**Run 1: placement by cell class**

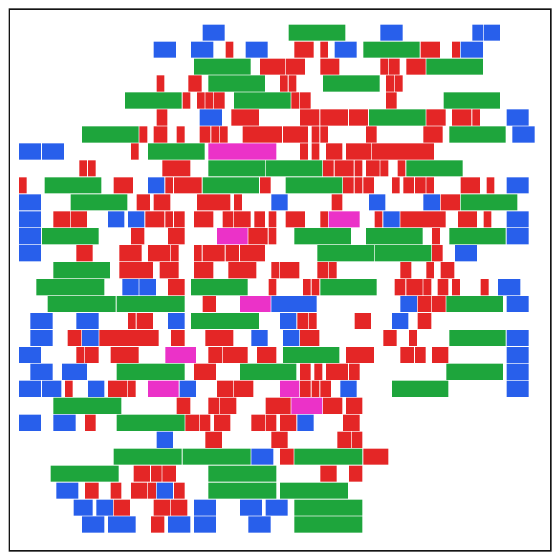
**Run 1: drive-strength map**

The bar under the picture is 20 um long.
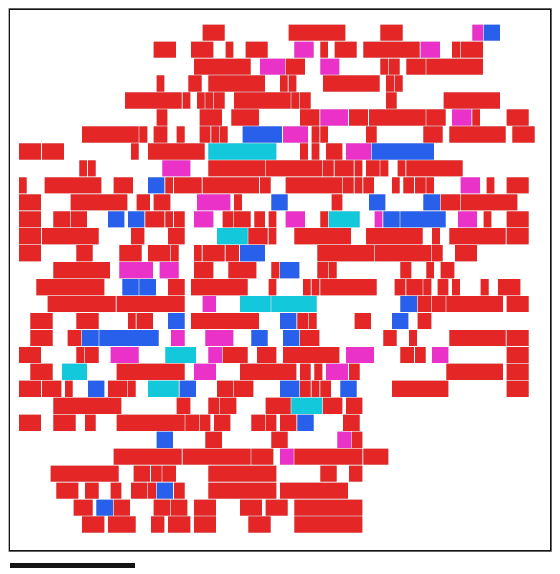
**Run 1: clock wiring as the flow saved it**

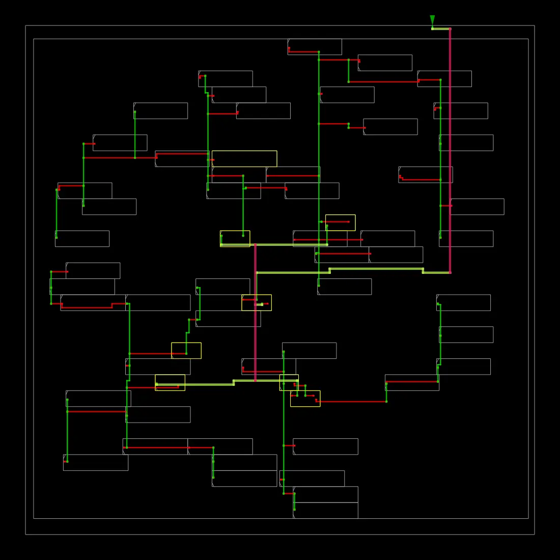
[config.mk]
export PLATFORM = sky130hd
export DESIGN_NAME = cbd_coeff_collector
export DESIGN_NICKNAME = d
export VERILOG_FILES = /design/src/rtl/cbd_coeff_collector.sv
export SDC_FILE = /design/constraint.sdc
export NUM_CORES = 1
export LEC_CHECK = 0
export CAP_MARGIN = 20
export CORE_UTILIZATION = 40
export CTS_CLUSTER_DIAMETER = 50
export DETAILED_ROUTE_END_ITERATION = 10
export PLACE_DENSITY = 0.65
export SLEW_MARGIN = 20
export SYNTH_ARGS = -nofsm -noshare
export SYNTH_HDL_FRONTEND = slang
export SYNTH_SLANG_ARGS = --single-unit
[constraint.sdc]
create_clock -name clk -period 2.45 [get_ports clk]
set_input_delay 0.735 -clock clk [delete_from_list [all_inputs] [get_ports clk]]
set_output_delay 0.735 -clock clk [all_outputs]
set_load 0.05 [all_outputs]
[src/rtl/cbd_coeff_collector.sv]
// cbd_coeff_collector: sequences cbd_sampler batches and packs the accepted
// lanes into consecutive mod-q polynomial coefficients in a coefficient RAM.
// All outputs are registered and line up with the FSM state they belong to:
// a coefficient write is visible in the DRAIN cycle that performs it, and
// poly_done is visible in the FIN cycle.
module cbd_coeff_collector #(
  parameter int LANES     = 4,
  parameter int CAND_BITS = 4,
  parameter int N_COEFF   = 256,
  parameter int ADDR_W    = 8,
  parameter int Q         = 3329,
  parameter int COEF_W    = 12
) (
  input  logic                       clk,
  input  logic                       reset,
  input  logic                       poly_start,
  output logic                       busy,
  output logic                       samp_start,
  output logic                       samp_valid,
  input  logic                       samp_done,
  input  logic [LANES*CAND_BITS-1:0] samp_vals,
  input  logic [LANES-1:0]           samp_flags,
  output logic                       coef_wr_en,
  output logic [ADDR_W-1:0]          coef_addr,
  output logic [COEF_W-1:0]          coef_data,
  output logic                       poly_done
);

  localparam int LIDX_W = (LANES > 1) ? $clog2(LANES) : 1;

  localparam logic [2:0] S_IDLE  = 3'd0;
  localparam logic [2:0] S_REQ   = 3'd1;
  localparam logic [2:0] S_WAIT  = 3'd2;
  localparam logic [2:0] S_DRAIN = 3'd3;
  localparam logic [2:0] S_FIN   = 3'd4;

  // Index of the lowest set bit; 0 for an empty mask (callers never use it then).
  function automatic logic [LIDX_W-1:0] lowest_lane(input logic [LANES-1:0] m);
    lowest_lane = '0;
    for (int i = LANES - 1; i >= 0; i--) begin
      if (m[i]) lowest_lane = LIDX_W'(i);
    end
  endfunction

  function automatic logic signed [CAND_BITS-1:0] lane_val(
    input logic [LANES*CAND_BITS-1:0] v,
    input logic [LIDX_W-1:0]          k
  );
    lane_val = v[k*CAND_BITS +: CAND_BITS];
  endfunction

  // Signed CBD value to [0, Q-1]: negatives wrap to Q+v in COEF_W+1 bits.
  function automatic logic [COEF_W-1:0] to_modq(input logic signed [CAND_BITS-1:0] v);
    logic [COEF_W:0] ext;
    ext = {{(COEF_W + 1 - CAND_BITS){v[CAND_BITS-1]}}, v};
    if (v[CAND_BITS-1]) to_modq = COEF_W'(ext + (COEF_W + 1)'(Q));
    else                to_modq = COEF_W'(ext);
  endfunction

  logic [2:0]                 state, state_nx;
  logic [ADDR_W-1:0]          cnt;
  logic [LANES-1:0]           pend_p1;
  logic [LANES*CAND_BITS-1:0] vals_p1;

  logic [LIDX_W-1:0] cur_k, nxt_k, first_k;
  logic [LANES-1:0]  pend_clr;
  logic [ADDR_W:0]   cnt_inc;
  logic              last_coef;

  // Lane selection and next-state decode.
  always_comb begin
    state_nx  = state;
    cur_k     = lowest_lane(pend_p1);
    pend_clr  = pend_p1 & ~(LANES'(1) << cur_k);
    nxt_k     = lowest_lane(pend_clr);
    first_k   = lowest_lane(samp_flags);
    cnt_inc   = {1'b0, cnt} + (ADDR_W + 1)'(1);
    last_coef = (cnt_inc == (ADDR_W + 1)'(N_COEFF));
    case (state)
      S_IDLE:  if (poly_start) state_nx = S_REQ;
      S_REQ:   state_nx = S_WAIT;
      S_WAIT:  if (samp_done) state_nx = (samp_flags == '0) ? S_REQ : S_DRAIN;
      S_DRAIN: begin
        if (last_coef)            state_nx = S_FIN;
        else if (pend_clr == '0)  state_nx = S_REQ;
      end
      S_FIN:   state_nx = S_IDLE;
      default: state_nx = S_IDLE;
    endcase
  end

  // Stage p0 -> p1: FSM, counters, pending mask and registered outputs.
  always_ff @(posedge clk or negedge reset) begin
    if (!reset) begin
      state      <= S_IDLE;
      cnt        <= '0;
      pend_p1    <= '0;
      busy       <= 1'b0;
      samp_start <= 1'b0;
      samp_valid <= 1'b0;
      coef_wr_en <= 1'b0;
      coef_addr  <= '0;
      coef_data  <= '0;
      poly_done  <= 1'b0;
    end else begin
      state      <= state_nx;
      busy       <= (state_nx != S_IDLE);
      samp_start <= (state_nx == S_REQ);
      samp_valid <= (state_nx == S_REQ);
      coef_wr_en <= (state_nx == S_DRAIN);
      poly_done  <= (state_nx == S_FIN);
      case (state)
        S_IDLE: if (state_nx == S_REQ) cnt <= '0;
        S_WAIT: begin
          if (samp_done) begin
            pend_p1   <= samp_flags;
            coef_addr <= cnt;
            coef_data <= to_modq(lane_val(samp_vals, first_k));
          end
        end
        S_DRAIN: begin
          pend_p1 <= last_coef ? '0 : pend_clr;
          cnt     <= cnt_inc[ADDR_W-1:0];
          if (state_nx == S_DRAIN) begin
            coef_addr <= cnt_inc[ADDR_W-1:0];
            coef_data <= to_modq(lane_val(vals_p1, nxt_k));
          end
        end
        default: ;
      endcase
    end
  end

  // Stage p0 -> p1: sampler lane values captured with the done handshake.
  always_ff @(posedge clk) begin
    if (state == S_WAIT && samp_done) vals_p1 <= samp_vals;
  end

endmodule
==> run notes, run 1 <==
yosys + openroad results -> status=finished clean, cell family with most CP delay=AND-OR/OR-AND gates, DP Area=0.00349 mm2, Worst path max stage delay=0.49 ns, CP Max Fanout=3, EDFF count, synth=16, Crit path arrival time=2.53 ns, Yosys top cell by instances=dfrtp_1, final number of hold-violating endpoints=0, R2R setup slack=0.23 ns, Max-Cap Viols=0, buffer and inverter count on the worst path=2, Syn Area/Cell=10.5 um2, PortBufs=47, static leakage=1.47 nW, # Cells Yosys=273, setup_tns=0 ns, drt via density=5.09, fraction of registers with async set/reset=69.2%, worst slack, placed=-0.473 ns, final worst path period share=95.3%, Clock Power Share=15.5%, Logic pwr share=51.2%, CTS max path bufs=2, antenna fix cells=0, fraction of layout cells with a size suffix above 1=20.5%, reg2reg end=coef_data[4], Worst Max-Slew Pin Slew=0.620 ns, area leader, netlist=dfrtp_1, WL per Instance=13.8 um, all-layer global routing usage=17.2%, synth unique cells=59, register area=0.00138 mm2, Switching Power=1.72 mW, Area leader share=31.5%, initial antenna violation count=0, die width=86.6 um, wirelength, routed=5980 um, sequential power share=33.3%, peak supply drop=0.728 mV, fin crit period=2.34 ns, mapped cell area=0.00286 mm2, Remaining DRCs=0, DR pass1 iterations=4, Initial Utilization=41.7%, Synth warnings=0, Synth Seq Share=48.3%, Synth Instances=273, Hold Path Class=in2async, Die H=86.6 um, CTS root buffer=clkbuf_8, total grt overflow=0, hold slack final=0.453 ns, crit start category=input pin, Chip Area, Yosys=0.00286 mm2, largest net degree at the start of global routing=37, # fillers=622, Setup crit end kind=register, # hold bufs at CTS=0, Initial DRC Count=97, setup violators final=0, CP startpoint=samp_flags[0], Cell area leaders=dfrtp_1 (31%), edfxtp_1 (17%), nand2_1 (4.5%), OpenROAD warning count=27, H-tree levels=2, HPWL Detailed=4450 um, post-layout net count=363, FMAX=428 MHz, TritonCTS clock tree=yes, clk slew on worst S/H paths=0.10 ns, CP Class=in2reg, Rows=30, WP data required=2.65 ns, worst skew pair latency=0.31 ns, worst relative slew slack=58.3%, number of global-route vias before repair=2029, Die Size=0.00750 mm2, Int Pwr=2.27 mW, Register-to-Register Path Depth=7, max-slew violation count=0, placer congestion estimate=0.793, logic area=0.00132 mm2, syn_nets=301, RSZ-0062 raised after global routing=yes, global-route wire length before repair=9980 um, power per cell area=1090 mW/mm2, boundary pin count=49, critical path's slowest cell=clkdlybuf4s50_1, ys flop type=dfrtp_1, reg2reg start=pend_p1[0], vias=2200, switch share=43.1%, top cells by count, synth=dfrtp_1 (36), nand2_1 (34), nor2_1 (18), o21ai_0 (18), edfxtp_1 (16), antenna-violating nets left=0, cells along the critical path=clkdlybuf4s50_1 > nor2_1 > a211o_1 > a31oi_2 > ha_2 > inv_1 > o21a_1 > o31ai_2 > o21ai_2, Overall Power=3.99 mW, Synth flops=52
About 'placement by cell class':
legend:
  other buffers and delay cells:
    color: blue
    cells: 73
  flops:
    color: green
    cells: 52
  combinational and other logic:
    color: red
    cells: 203
  clock drivers and dummy loads:
    color: magenta
    cells: 8
final instance area: 0.00366 mm2
Core Region: 0.00687 mm2
Util after Layout: 53.2%
Seq/total area: 37.8%

About 'drive-strength map':
legend:
  _3 and _4 cells:
    color: blue
    cells: 31
    share: 9.2%
    most_used: buf_4
  _2 cells:
    color: magenta
    cells: 29
    share: 8.6%
    most_used: o21ai_2
  _6 and larger:
    color: cyan
    cells: 9
    share: 2.7%
    most_used: clkbuf_8
  _0 and _1 cells:
    color: red
    cells: 267
    share: 79%
    most_used: clkdlybuf4s50_1
Final WS setup: 0.115 ns
Area Growth Syn to Fin: 27.8%

About 'clock wiring as the flow saved it':
clock net sink count: 52
Clock Skews: 0.0145 ns
CTS buffer count: 5

-- run 1: logic make-up (layout without fill, tap and decap cells) --
| family | Yosys count | in the layout | share of synthesized area, % |
|---|---|---|---|
| compound gates | 70 | 70 | 18.0 |
| xor+xnor | 9 | 9 | 2.75 |
| fa+ha+maj | 4 | 4 | 1.75 |
| buf+inv | 28 | 91 | 6.99 |
| flops | 52 | 52 | 48.3 |
| mux | 5 | 5 | 1.88 |
| other cells | 1 | 1 | 0.131 |
| simple gates | 104 | 104 | 20.2 |
-- run 1: cell usage in the layout, fill, tap and decap left out, drive strengths merged, types with 2 or more instances in the layout --
cell type       n
nand3b          6
nand2          34
ha              4
and4            3
a21o            2
o31ai           3
xnor2           5
nor2           18
dlygate4sd2     2
and3            3
inv            10
mux2            3
dfrtp          36
a31oi           4
o2111a          4
mux2i           2
nand2b          3
a21oi          10
a211oi          2
xor2            4
clkdlybuf4s50  43
or2             4
edfxtp         16
buf            27
nand4           2
o221ai          2
nor3b           8
nor2b           9
clkbuf          6
a22o            4
nand3           4
o21ai          27
o21a            6
nor3            7
-- run 1: worst reg2reg max path, stage by stage (launching register included) --
cell      delay [ns]
dfrtp_1         0.52
nor3_1          0.13
nor3_2          0.41
o2111a_1        0.30
ha_1            0.24
nand2_1         0.09
a311oi_2        0.34
nor2_1          0.09
-- run 1: per-layer routing --
layer  wire length (um)  global-route usage [%]  part of all wire [%]
met2               2730                    26.6                    46
met1               2960                    24.8                    49
met3                228                    3.33                   3.8
met5                  0                       0                     0
met4                 64                    4.55                   1.1
-- run 1: state kept, by name, summed over array words and instances, names as in the netlist --
register,flops
vals_p1,16
coef_data,9
cnt,8
coef_addr,8
pend_p1,4
state,3
busy,1
coef_wr_en,1
poly_done,1
samp_valid,1
-- run 1: repair_timing --
action,4_1_cts,5_1_grt
buffers inserted,0,0
setup endpoints to repair,8,8
hold endpoints to repair,0,0
resized,7,4
pin swaps,1,3
-- run 1: worst max-delay path by stage --
stage	end	slack, ns	depth (start not counted)
after floorplan	coef_data[2]	0.09	9
after global placement	coef_data[2]	-0.41	9
after detailed placement	coef_data[6]	-0.47	8
after CTS	coef_data[2]	0.02	9
after global routing	coef_data[2]	-0.01	11
final	coef_data[2]	0.11	9
-- run 1: layout make-up --
cell class,instances,share of cell area (%)
timing repair buffer,73,18.5
sequential,52,37.8
multi-input combinational,193,36.1
tap,96,3.28
inverter,10,1.03
clock inverter,2,1.06
clock buffer,6,2.26
-- run 1: power groups by stage --
stage / registers, mW / clock network [mW] / logic (mW)
final: 1.33 / 0.619 / 2.04
after detailed placement: 1.35 / 0 / 2.03
after global placement: 1.34 / 0 / 2.01
after global routing: 1.36 / 0.673 / 2.21
after floorplan: 1.66 / 0 / 1.17
after CTS: 1.33 / 0.635 / 2.05
-- run 1: metrics by stage --
stage                     cells  util, %
after floorplan             273        -
after global placement      424     50.9
after detailed placement    424     50.9
after CTS                   432     53.0
after global routing        432     53.2
final                       432     53.2
**Run 1: sequential cells colored by netlist name**

The bar under the picture is 20 um long. Other sequential cells in the stronger gray, the rest of the logic in the fainter gray.
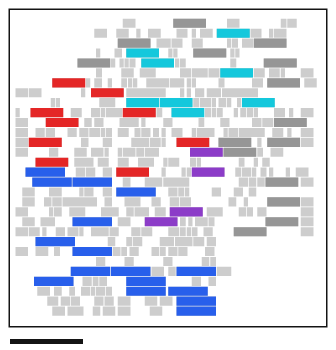

==> run 1 -> run 2 <==
CTS_BUF_LIST = sky130_fd_sc_hd__clkbuf_4   (was unset)
RECOVER_POWER = 100   (was unset)
REMOVE_ABC_BUFFERS = 1   (was unset)
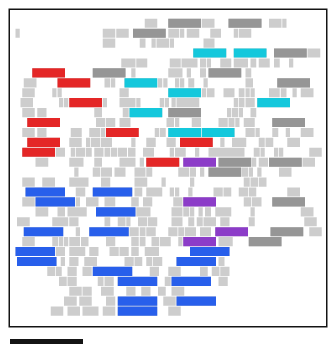
**Above:** run 2 (sequential cells colored by netlist name).
The bar under the picture is 20 um long. Other sequential cells in the stronger gray, the rest of the logic in the fainter gray.
legend:
  `cnt`:
    color: cyan
    sequential_cells: 8
  `pend_p1`:
    color: purple
    sequential_cells: 4
  `coef_data`:
    color: red
    sequential_cells: 9
    where: middle left
  `vals_p1`:
    color: blue
    sequential_cells: 16
not colored: 15
P_seq: 1.35 mW
register area: 0.00138 mm2
Util after Layout: 50.8%
Seq/total area: 39.6%

==> run 2 against run 1 <==
Cell area is 4.6% lower. Clock skew is 0.012 ns higher. Die size stayed put. Via count is 0.95% lower. Sequential power hardly changed. Wire length is 1.2% higher. Critical endpoint unchanged. Highest routed layer unchanged.
==> run notes, run 2 <==
yosys + openroad results -> Syn Area/Cell=10.5 um2 (unchanged), wirelength, routed=6050 um (+1.2%), ys flop type=dfrtp_1, Cell area leaders=dfrtp_1 (31%), edfxtp_1 (17%), nand2_1 (4.5%), vias=2179 (-0.95%), Initial DRC Count=157 (+62%), Area leader share=31.5% (unchanged), antenna fix cells=0 (unchanged), FMAX=423 MHz (-1.3%), total grt overflow=0 (unchanged), boundary pin count=49 (unchanged), setup violators final=0 (unchanged), die width=86.6 um (unchanged), WL per Instance=14.1 um (+1.9%), power per cell area=1050 mW/mm2 (-3.3%), antenna-violating nets left=0 (unchanged), CTS root buffer=clkbuf_4, Top cell excl fill/tap=dfrtp_1, H-tree levels=2 (unchanged), top cells by count, synth=dfrtp_1 (36), nand2_1 (34), nor2_1 (18), o21ai_0 (18), edfxtp_1 (16), Worst Max-Slew Pin Slew=1.06 ns (+0.442 ns), WP data required=2.73 ns (+0.08 ns), placer congestion estimate=0.887 (+12%), Die Size=0.00750 mm2 (unchanged), Die H=86.6 um (unchanged), DR pass1 iterations=4 (unchanged), CTS buffer count=5 (unchanged), Area Growth Syn to Fin=21.9%, Synth Instances=273 (unchanged), crit start category=input pin, status=finished clean, final number of hold-violating endpoints=0 (unchanged), HPWL Detailed=4590 um (+3.2%), clock net sink count=52 (unchanged), static leakage=1.40 nW (-5.3%), Synth Seq Share=48.3% (unchanged), Synth warnings=0 (unchanged), RSZ-0062 raised after global routing=no, TritonCTS clock tree=yes, Crit path arrival time=2.64 ns (+0.11 ns), CTS max path bufs=2 (unchanged), Worst path max stage delay=0.58 ns (+0.09 ns), CP Class=in2reg, Remaining DRCs=0 (unchanged), peak supply drop=0.622 mV (-15%), EDFF count, synth=16 (unchanged), worst relative slew slack=29.2% (-29 points), # Cells Yosys=273 (unchanged), Yosys top cell by instances=dfrtp_1, post-layout net count=360 (-0.83%), all-layer global routing usage=17.6% (+0.38 points), OpenROAD warning count=25 (-7.4%), max-slew violation count=0 (unchanged), PortBufs=47 (unchanged), top flop regs=vals_p1 x16, coef_data x9, initial antenna violation count=0 (unchanged), global-route wire length before repair=10100 um (+0.90%), drt via density=5.08 (-0.26%), Core Region=0.00687 mm2 (unchanged), Initial Utilization=41.7% (unchanged), area leader, netlist=dfrtp_1, final worst path period share=96.5% (+1.2 points)
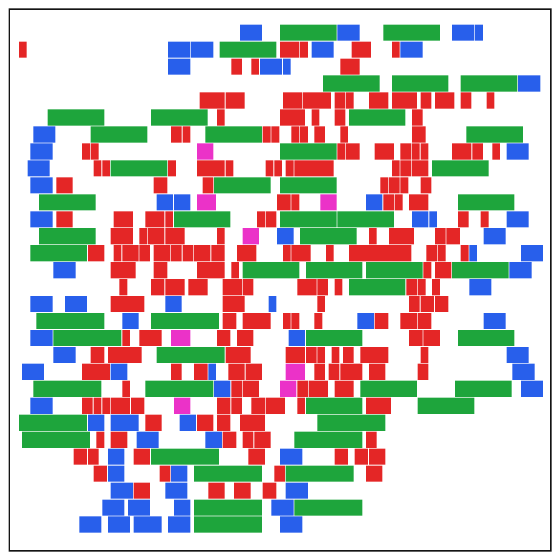
**Above:** run 2 (placement by cell class).
Rows: 30
final instance area: 0.00349 mm2

-- run 2: cell counts after synthesis --
No cell type changed its count.
-- run 2: final cells by class --
type / instances / share of cell area (%)
Clock buffer: 5 / 1.08
Tap cell: 96 / 3.44
Inverter: 10 / 1.08
Timing Repair Buffer: 70 / 17.9
Clock inverter: 3 / 0.753
Multi-Input combinational cell: 193 / 36.2
Sequential cell: 52 / 39.6
-- run 2: metrics by stage --
stage	std cells	setup WS [ns]	hold WS (ns)	TNS, ns
3_3_place_gp	421	-0.362	0.459	-2.35
5_1_grt	429	0.0131	0.363	0
6_report	429	0.0847	0.325	0
4_1_cts	429	0.0296	0.179	0
3_5_place_dp	421	-0.394	0.465	-2.53
2_1_floorplan	255	0.270	0.439	0
-- run 2: repair_timing --
item	4_1_cts	5_1_grt
hold buffers	0	0
setup endpoints to repair	0	6
buffers inserted	0	0
gates resized	0	5
-- run 2: critical path: cells and delay by family --
family	cells	cell delay [ns]
compound gates	5	1.01
fa+ha+maj	1	0.22
buf+inv	2	0.64
simple gates	1	0.05
-- run 2: final timing paths --
path / start / end / slack [ns] / cells after the start
min in group clk: coef_addr[7] / coef_addr[7] / 0.50 / 2
min reg2reg: coef_addr[7] / coef_addr[7] / 0.50 / 2
max in group asynchronous: reset / coef_addr[0] / 0.94 / 2
max: samp_vals[0] / coef_data[2] / 0.08 / 9
min: reset / poly_done / 0.33 / 1
max reg2reg: cnt[1] / coef_addr[4] / 0.20 / 7
-- run 2: cell families (layout without fill, tap and decap cells) --
logic type,Yosys count,in the layout,share of synthesized area (%)
buffers and inverters,28,88,6.99
AND-OR/OR-AND,70,70,18.0
flip-flops,52,52,48.3
AND/OR/NAND/NOR,104,104,20.2
XOR/XNOR,9,9,2.75
other,1,1,0.131
multiplexers,5,5,1.88
adder cells (fa/ha/maj),4,4,1.75
-- run 2: where the power goes --
| group | internal (mW) | total [mW] | switching, mW |
|---|---|---|---|
| registers | 1.13 | 1.35 | 0.221 |
| clock network | 0.120 | 0.410 | 0.291 |
| logic | 0.725 | 1.91 | 1.19 |
| total | 1.98 | 3.68 | 1.70 |
-- run 2: metal layers --
layer  vias to the layer above  wire length [um]  global-route usage (%)
met2                        50              2860                    28.6
met1                      1033              2890                    24.0
met5                         -                 0                       0
met3                         6               242                    3.62
li1                       1090                 -                       -
met4                         0                69                    4.85
==> run 2 -> run 3 <==
ABC_AREA = 1   (was unset)
CORE_UTILIZATION = 59   (was 40)
PLACE_DENSITY = 0.9   (was 0.65)
clock period = 2.85 ns   (was 2.45 ns; I/O delays follow)
==> run 3 against run 2 <==
Utilization grew 25 points. Critical path depth is 5 higher. Count of clock-buffer cells in the layout did not move. Non-clock buffer count is 17 lower. Via count up 12%. Sequential power is 16% lower. Cell area shrank 2.1%. Clock skew down 0.017 ns. Critical path type unchanged. Largest power group unchanged.
==> run notes, run 3 <==
yosys + openroad results -> status=finished clean, Area Growth Syn to Fin=19.6%, antenna fix cells=0 (unchanged), WL per Instance=14.3 um (+1.4%), PortBufs=47 (unchanged), hold path start=coef_data[0], Area leader share=31.6% (+0.083 points), CP startpoint=samp_flags[1], Core Region=0.00450 mm2 (-34%), Synth Seq Share=48.4% (+0.13 points), worst relative slew slack=36.5% (+7.3 points), post_cts resized=0 (unchanged), Crit path arrival time=2.97 ns (+0.33 ns), clk slew on worst S/H paths=0.15 ns, Overall Power=3.79 mW, Chip Area, Yosys=0.00286 mm2, wirelength, routed=6340 um (+4.7%), Initial Utilization=63.4% (+22 points), Worst path max stage delay=0.46 ns (-0.12 ns), logic area=0.00119 mm2, fraction of registers with async set/reset=69.2%, setup bufs post-CTS=0 (unchanged), WP data required=3.19 ns (+0.46 ns), Rows=24 (-20%), met3 GRT Util=5.06% (+1.4 points), vias=2449 (+12%), post-layout net count=418 (+16%), cells along the critical path=clkdlybuf4s50_1 > o21bai_1 > nand2_1 > clkinv_1 > nor2_1 > nor2_1 > nand2_1 > nand2_1 > ha_1 > nand3_1 > nand3_1 > nand2_1 > nand2_1 > nand2_1, crit path to=coef_data[4], HPWL Detailed=4530 um (-1.4%), CP dominant cell by count=nand2_1, die width=71.6 um (-17%), Synth flops=52, # Cells Yosys=339 (+24%), adder-cell share of the synthesized area=1.75% (+0.0046 points), buffer and inverter count on the worst path=2 (unchanged), cell family with most CP delay=simple AND/OR/NAND/NOR gates, Setup crit end kind=register, boundary pin count=49 (unchanged), Cell area leaders=dfrtp_1 (32%), edfxtp_1 (17%), nand2_1 (12%), CTS root buffer=clkbuf_4, global-route wire length before repair=11000 um (+9.1%), power per cell area=1110 mW/mm2 (+5.1%), CP Class=in2reg, ao+oa area frac=7.41% (-11 points), Simple-Gate Fraction of Synth Area=32.5% (+12 points), reg2reg end=samp_valid, met2 Use GR=48.3% (+20 points), H-tree levels=2 (unchanged), # fillers=345, Die H=71.6 um (-17%), final worst path period share=92.3%, Initial DRC Count=289 (+84%), OpenROAD warning count=25 (unchanged), clock net sink count=52 (unchanged), Synth warnings=0 (unchanged), reg2reg start=state[2], Yosys top cell by instances=nand2_1, total grt overflow=0 (unchanged), placer congestion estimate=0.930 (+4.8%), initial antenna violation count=0 (unchanged), crit start category=input pin, top flop regs=vals_p1 x16, coef_data x9, ys flop type=dfrtp_1, fraction of layout cells with a size suffix above 1=11.8%, drt via density=5.53 (+8.8%), Synth Instances=339 (+24%), EDFF count, synth=16 (unchanged), synth unique cells=40, R2R setup slack=0.48 ns (+0.28 ns), antenna-violating nets left=0 (unchanged), TritonCTS clock tree=yes, top cells by count, synth=nand2_1 (89), inv_1 (41), nand3_1 (37), dfrtp_1 (36), nor2_1 (23), Critical Path Stages=14 (+5), Hold Path Class=reg2reg, xor+xnor area frac=0.920% (-1.8 points), area leader, netlist=dfrtp_1, CTS max path bufs=2 (unchanged), gr busiest metal=met2, Top cell excl fill/tap=nand2_1, DR pass1 iterations=5 (+1), all-layer global routing usage=27.8% (+10 points), Mux cell area share=0% (-1.9 points), Remaining DRCs=0 (unchanged), CTS buffer count=5 (unchanged), worst skew pair latency=0.39 ns, Die Size=0.00512 mm2 (-32%), # hold bufs at CTS=0 (unchanged), Worst Max-Slew Pin Slew=0.952 ns (-0.110 ns), Syn Area/Cell=8.42 um2 (-20%), Register-to-Register Path Depth=8 (+1), setup_tns=0 ns (unchanged), worst slack, placed=-0.121 ns (+0.273 ns), Dominant combinational family=simple AND/OR/NAND/NOR gates, setup violators final=0 (unchanged), RSZ-0062 raised after global routing=no, hold slack final=0.490 ns (+0.164 ns), peak supply drop=0.794 mV (+28%), register area=0.00138 mm2 (unchanged), met1 usage in global routing=34.7% (+11 points), final number of hold-violating endpoints=0 (unchanged), max-slew violation count=0 (unchanged), Max-Cap Viols=0, FMAX=380 MHz, critical path's slowest cell=clkdlybuf4s50_1, static leakage=1.69 nW (+21%)
## run 3: per-stage QoR
stage | utilization [%] | cells | instance area, um2
3_3_place_gp | 74.7 | 435 | 3360
5_1_grt | 75.8 | 443 | 3410
4_1_cts | 76.5 | 443 | 3450
3_5_place_dp | 74.7 | 435 | 3360
2_1_floorplan | - | 330 | 2780
6_report | 75.8 | 443 | 3410
## run 3: worst min-delay path by stage
| stage | endpoint | slack (ns) | cells past startpoint |
|---|---|---|---|
| finish | coef_data[0] | 0.49 | 2 |
| global route | coef_addr[6] | 0.52 | 2 |
| CTS | coef_data[0] | 0.50 | 2 |
| detailed placement | coef_data[0] | 0.47 | 2 |
| global placement | coef_data[0] | 0.46 | 2 |
| floorplan | pend_p1[2] | 0.54 | 2 |
## run 3: cell type report
class	instances	area share (%)
flip-flops and latches	52	40.5
well taps	52	1.91
repair buffers	53	14.9
inverters	48	5.39
multi-input cells	230	34.9
clock inverters	3	1.32
clock buffers	5	1.10
## run 3: worst reg2reg max path: cells and delay by family, from the launching register on
kind                   cells  cell delay [ns]
buffers and inverters      4             1.17
and+or+nand+nor            4             0.70
DFF                        1             0.45
## run 3: metal layers
metal	part of all wire (%)	up-vias
met5	0	-
met4	2.1	0
met3	5.8	17
met2	51	91
met1	41	1152
li1	-	1189
## run 3: logic make-up (layout without fill, tap and decap cells)
kind of cell / count (synthesis) / after routing
xor+xnor: 3 / 3
simple gates: 188 / 188
compound gates: 34 / 34
buf+inv: 57 / 109
other cells: 1 / 1
fa+ha+maj: 4 / 4
flops: 52 / 52
## run 3: power breakdown
part           leakage, nW  total (mW)  switching, mW  internal (mW)
clock network       0.0461       0.438          0.249          0.189
logic                 1.03        2.22           1.56          0.653
registers            0.617        1.13          0.139          0.991
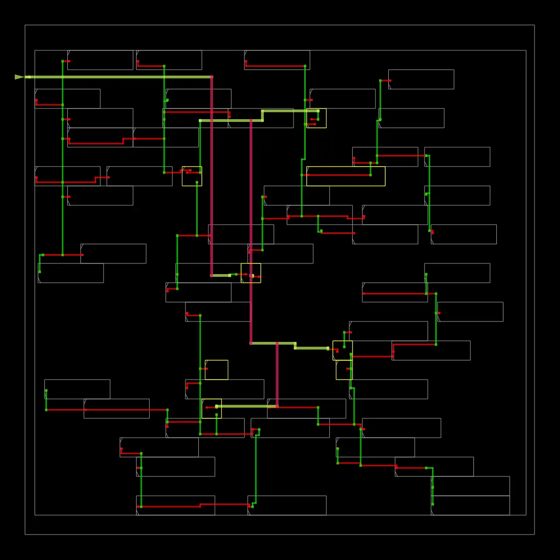
**Above:** run 3 (clock wiring as the flow saved it).
Clock Skews: 0.00946 ns
clk pwr: 0.438 mW

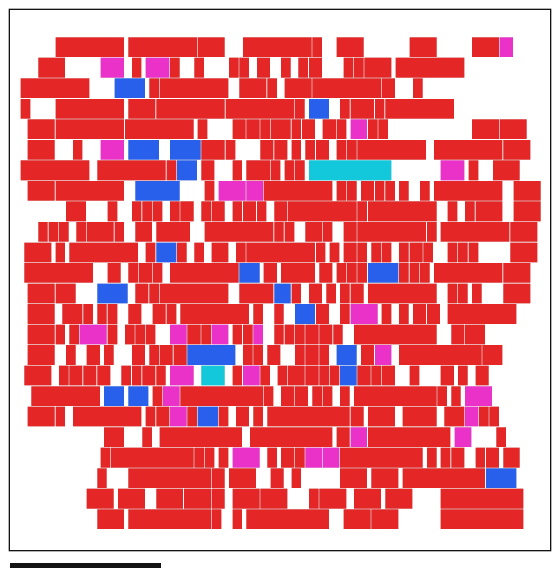
**Above:** run 3 (drive-strength map).
The bar under the picture is 20 um long.
final instance area: 0.00341 mm2
Final WS setup: 0.220 ns

No activity file was given, so power comes from the tool's default toggle rates.
